clock_map.png
Bar = 20 µm.
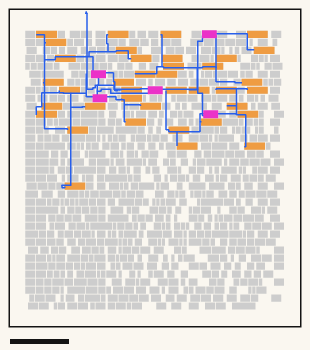
registers.png
Bar = 20 µm.
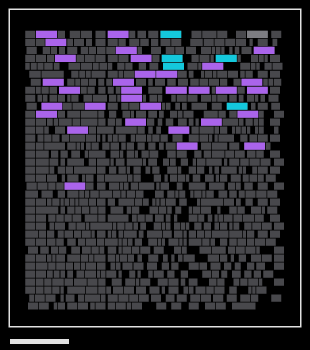
drive_strength.png
Bar = 20 µm.
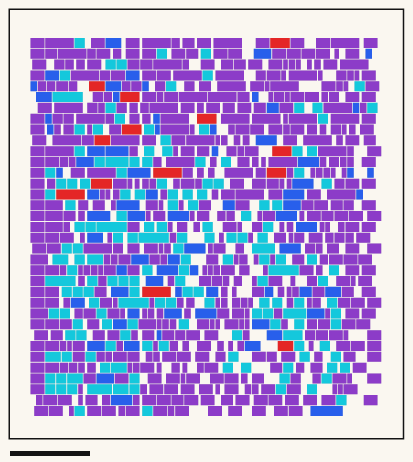
final_clocks.png
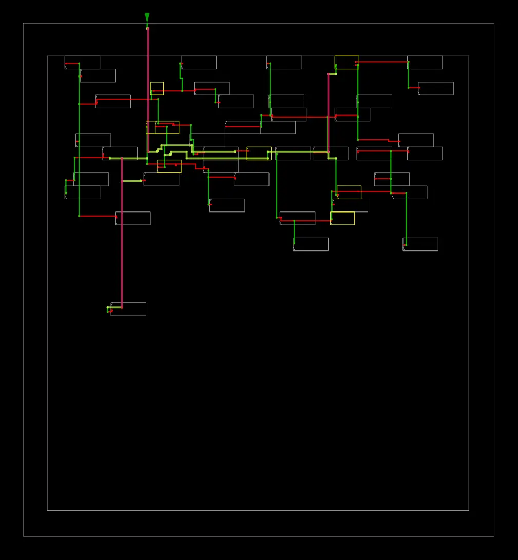
**src/rtl/wb_pkg.sv**
```systemverilog
// Shared types and constants for the RV32I write-back stage.
package wb_pkg;

    typedef enum logic [1:0] {
        WB_ALU  = 2'b00,
        WB_LOAD = 2'b01,
        WB_PC4  = 2'b10,
        WB_IMM  = 2'b11
    } wb_sel_e;

    typedef enum logic [2:0] {
        CSR_NONE     = 3'b000,
        CSR_CYCLE    = 3'b001,
        CSR_CYCLEH   = 3'b010,
        CSR_INSTRET  = 3'b011,
        CSR_INSTRETH = 3'b100
    } csr_sel_e;

    localparam logic [2:0] F3_LB  = 3'b000;
    localparam logic [2:0] F3_LH  = 3'b001;
    localparam logic [2:0] F3_LW  = 3'b010;
    localparam logic [2:0] F3_LBU = 3'b100;
    localparam logic [2:0] F3_LHU = 3'b101;

endpackage

```
**src/rtl/wb_stage_load_align.sv**
```systemverilog
// Combinational load aligner: picks byte/halfword/word from the SRAM word and extends it.
module load_align
    import wb_pkg::*;
(
    input  logic [31:0] dm_rdata_i,
    input  logic [1:0]  addr_i,
    input  logic [2:0]  funct3_i,
    output logic [31:0] data_o
);

    logic [7:0]  byte_v;
    logic [15:0] half_v;

    always_comb begin
        byte_v = dm_rdata_i[7:0];
        case (addr_i)
            2'd0: byte_v = dm_rdata_i[7:0];
            2'd1: byte_v = dm_rdata_i[15:8];
            2'd2: byte_v = dm_rdata_i[23:16];
            2'd3: byte_v = dm_rdata_i[31:24];
            default: byte_v = dm_rdata_i[7:0];
        endcase
        // Misaligned low address bit is ignored for halfwords.
        half_v = addr_i[1] ? dm_rdata_i[31:16] : dm_rdata_i[15:0];
    end

    always_comb begin
        data_o = dm_rdata_i;
        case (funct3_i)
            F3_LB:   data_o = {{24{byte_v[7]}}, byte_v};
            F3_LBU:  data_o = {24'h000000, byte_v};
            F3_LH:   data_o = {{16{half_v[15]}}, half_v};
            F3_LHU:  data_o = {16'h0000, half_v};
            F3_LW:   data_o = dm_rdata_i;
            default: data_o = dm_rdata_i;
        endcase
    end

endmodule

```
**src/rtl/wb_stage.sv**
```systemverilog
// RV32I write-back stage: result select, register-file write port, forwarding copy.
// Define WB_CSR_COUNTER_EN to build the 64-bit cycle/instret counters.
module wb_stage
    import wb_pkg::*;
(
    input  logic        clk,
    input  logic        rst,
    input  logic [6:0]  opcode_wb_i,
    input  logic [2:0]  funct3_wb_i,
    input  logic [4:0]  rd_wb_i,
    input  logic [31:0] pc_wb_i,
    input  logic [31:0] alu_wb_i,
    input  logic [31:0] imm_wb_i,
    input  logic [31:0] dm_rdata_i,
    input  logic [1:0]  wb_sel_wb_i,
    input  logic [2:0]  wb_sel_csr_wb_i,
    input  logic        reg_write_en_wb_i,
    input  logic        valid_wb_i,
    input  logic        stall_i,
    output logic        rf_we_o,
    output logic [4:0]  rf_waddr_o,
    output logic [31:0] rf_wdata_o,
    output logic        fwd_valid_o,
    output logic [4:0]  fwd_rd_o,
    output logic [31:0] fwd_data_o
);

    logic        retire;
    logic [31:0] load_data;
    logic [31:0] sel_data;
    logic [31:0] csr_data;
    logic        fwd_valid_q, fwd_valid_d;
    logic [4:0]  fwd_rd_q, fwd_rd_d;
    logic [31:0] fwd_data_q, fwd_data_d;

    // opcode only feeds checkers outside this block.
    logic unused_opcode;
    assign unused_opcode = ^opcode_wb_i;

    assign retire = valid_wb_i & ~stall_i & ~rst;

    load_align u_load_align (
        .dm_rdata_i (dm_rdata_i),
        .addr_i     (alu_wb_i[1:0]),
        .funct3_i   (funct3_wb_i),
        .data_o     (load_data)
    );

    always_comb begin
        sel_data = alu_wb_i;
        case (wb_sel_wb_i)
            WB_ALU:  sel_data = alu_wb_i;
            WB_LOAD: sel_data = load_data;
            WB_PC4:  sel_data = pc_wb_i + 32'd4;
            WB_IMM:  sel_data = imm_wb_i;
            default: sel_data = alu_wb_i;
        endcase
    end

`ifdef WB_CSR_COUNTER_EN
    logic [63:0] cycle_q, cycle_d;
    logic [63:0] instret_q, instret_d;

    always_comb begin
        cycle_d   = cycle_q + 64'd1;
        instret_d = retire ? instret_q + 64'd1 : instret_q;
    end

    always_ff @(posedge clk) begin
        if (rst) begin
            cycle_q   <= '0;
            instret_q <= '0;
        end else begin
            cycle_q   <= cycle_d;
            instret_q <= instret_d;
        end
    end

    // Reads see the pre-increment value, so instret excludes the reader.
    always_comb begin
        csr_data = '0;
        case (wb_sel_csr_wb_i)
            CSR_CYCLE:    csr_data = cycle_q[31:0];
            CSR_CYCLEH:   csr_data = cycle_q[63:32];
            CSR_INSTRET:  csr_data = instret_q[31:0];
            CSR_INSTRETH: csr_data = instret_q[63:32];
            default:      csr_data = '0;
        endcase
    end
`else
    assign csr_data = '0;
`endif

    assign rf_we_o    = retire & reg_write_en_wb_i & (rd_wb_i != 5'd0);
    assign rf_waddr_o = rd_wb_i;
    assign rf_wdata_o = (wb_sel_csr_wb_i != CSR_NONE) ? csr_data : sel_data;

    // Forwarding copy keeps the last written rd/data; only valid drops.
    always_comb begin
        fwd_valid_d = rf_we_o;
        fwd_rd_d    = rf_we_o ? rf_waddr_o : fwd_rd_q;
        fwd_data_d  = rf_we_o ? rf_wdata_o : fwd_data_q;
    end

    always_ff @(posedge clk) begin
        if (rst) begin
            fwd_valid_q <= 1'b0;
            fwd_rd_q    <= '0;
            fwd_data_q  <= '0;
        end else begin
            fwd_valid_q <= fwd_valid_d;
            fwd_rd_q    <= fwd_rd_d;
            fwd_data_q  <= fwd_data_d;
        end
    end

    assign fwd_valid_o = fwd_valid_q;
    assign fwd_rd_o    = fwd_rd_q;
    assign fwd_data_o  = fwd_data_q;

endmodule

```
**config.mk**
```make
export PLATFORM = sky130hd
export DESIGN_NAME = wb_stage
export DESIGN_NICKNAME = d
export VERILOG_FILES = /design/src/rtl/wb_pkg.sv /design/src/rtl/wb_stage_load_align.sv /design/src/rtl/wb_stage.sv
export SDC_FILE = /design/constraint.sdc
export NUM_CORES = 1
export LEC_CHECK = 0
export CAP_MARGIN = 0
export CORE_ASPECT_RATIO = 1.1
export CORE_MARGIN = 5
export CORE_UTILIZATION = 41
export CTS_BUF_LIST = sky130_fd_sc_hd__clkbuf_2 sky130_fd_sc_hd__clkbuf_4 sky130_fd_sc_hd__clkbuf_8
export DETAILED_ROUTE_END_ITERATION = 12
export PLACE_DENSITY = 0.86
export SLEW_MARGIN = 20
export SYNTH_ARGS = -nofsm -noshare
export SYNTH_HDL_FRONTEND = slang
export SYNTH_SLANG_ARGS = --single-unit
```
**constraint.sdc**
```tcl
create_clock -name clk -period 5.4 [get_ports clk]
set_input_delay 1.62 -clock clk [delete_from_list [all_inputs] [get_ports clk]]
set_output_delay 1.62 -clock clk [all_outputs]
set_load 0.02 [all_outputs]
```
==> reports/metrics.cfg <==
[power]
cellPowerDensity_nw_per_um2 = 131.5
design_power_total_w = 0.0009502

[yosys]
synth-async-reset-ratio = 0
synth-area-yosys_um2 = 3547
synth.top_cells.by_area = dfxtp_1 21%, o21ai_0 6.1%, nand2_1 5.3%
netlist.top_cell.by_area = dfxtp_1
synthMuxAreaShare = 0.02998
syn_avg_cell_area_um2 = 7.314
postSynth.topFlopCell = dfxtp_1

[floorplan]
init_core_util = 0.4219
floorplan.die.width_um = 98.69
std_cell_rows = 35
die-area_um2 = 10610
die_h_um = 107.6

[placed_design]
port_buffers = 221
gpl.final_weighted_congestion = 1.047

[critical_path]
type_of_the_worst_setup_path = in2out
crit_path_start = pc_wb_i[12]
critical_path.most_common_cell = buf_4
r2r-start = fwd_data_o[12]
worst_setup_path_end_kind = output port
slowest_delay_ns = 0.49

[clocking]
cts_tree = done
clock_tree.root_cell = clkbuf_8
cts_hold_repair.buffers = 0
clkSlewWorstSetupHoldPaths_ns = 0.08
max-clock-path-buffers = 2
numClockSinks = 38

[outcome]
status = finished with violations
violations_in_the_final_reports = negative setup slack

[detailed_routing]
routed_wirelength_um = 22910
drt_first_iter_violations = 816
drtPass1Iterations = 7
vias = 6034

[timing]
maxClockFrequency_mhz = 180.0
setup_viol = 7
timing.final.ws_setup_ns = -0.1567
maxSlewViolCount = 0

[cells_and_area]
final_layout_size_suffix_gt1_frac = 0.3013
design.final.nets = 976
synthToLayoutAreaGrowth_pct = 103.8

-- clock_map.png (at the start) --
[orange] flip-flops | count: 38
[magenta] cells driving clock nets | count: 5
[blue] clock wires | length: 527 µm
routed clock nets: 6

-- registers.png (at the start) --
| colour | name in the netlist | sequential cells |
|---|---|---|
| purple | `fwd_data_o` | 32 |
| cyan | `fwd_rd_o` | 5 |
Seq/total area: 0.1052
power dissipated in sequential cells: 0.000286 W
Core Util, Final: 0.8597

-- drive_strength.png (at the start) --
| colour | size | cells | share |
|---|---|---|---|
| red | drive 6 and up | 13 | 1.6% |
| blue | drive 2 | 71 | 8.6% |
| cyan | drive 3 to 4 | 164 | 20% |
| purple | drive 1 or less | 575 | 70% |

-- final_clocks.png (at the start) --
clock buffer count: 7
Inserted Clock Buffers: 5
Max Clock Skew: 0 ns
power dissipated in the clock network: 0.000218 W

stage by stage:
| stage | util | setup slack, ns | TNS, ns | cells | hold slack (ns) |
|---|---|---|---|---|---|
| floorplan | - | 0.5384 | 0 | 485 | 0.5328 |
| global placement | 0.8024 | -0.4027 | -9.524 | 911 | 0.4352 |
| detailed placement | 0.8024 | -0.6519 | -11.04 | 911 | 0.4533 |
| CTS | 0.8414 | -0.1224 | -0.1627 | 926 | 0.4666 |
| global route | 0.8597 | -0.1748 | -0.7372 | 934 | 0.4919 |
| finish | 0.8597 | -0.1567 | -0.4809 | 934 | 0.4662 |
cell usage in the layout, fill, tap and decap left out, types with 8 or more instances in the layout:
cell type,n
buf_2,9
xnor2_1,10
a21oi_1,19
nand2_1,50
inv_1,11
clkdlybuf4s50_1,181
a21o_1,15
o221ai_1,9
o31ai_1,8
xor2_1,8
nor2_1,28
dlygate4sd2_1,13
o21ai_0,38
buf_4,146
nand3_1,25
dfxtp_1,38
a22o_1,10
and3_1,16
where the power goes:
| group | switching [W] | internal, W | leakage, nW |
|---|---|---|---|
| clock network | 0.000109 | 0.000108 | 0.0517 |
| registers | 0.00000212 | 0.000284 | 0.307 |
| logic | 0.000218 | 0.000229 | 2.80 |
| total | 0.000330 | 0.000620 | 3.16 |
layout make-up:
type,instances,area (µm²)
timing repair buffer,370,3299
multi-input combinational,393,2880
fill,498,1180
sequential,38,760.7
tap,111,138.9
clock buffer,7,90.09
inverter,14,53.80
clock inverter,1,5.005
layer usage:
metal / GRT usage / vias to the layer above / wire length (µm)
li1: - / 2540 / -
met1: 0.4345 / 2728 / 7734
met2: 0.6638 / 599 / 10470
met3: 0.08944 / 167 / 2831
met4: 0.2166 / 0 / 1870
met5: 0 / - / 0
Power figures rest on the tool's default switching activity, not on a simulated workload.
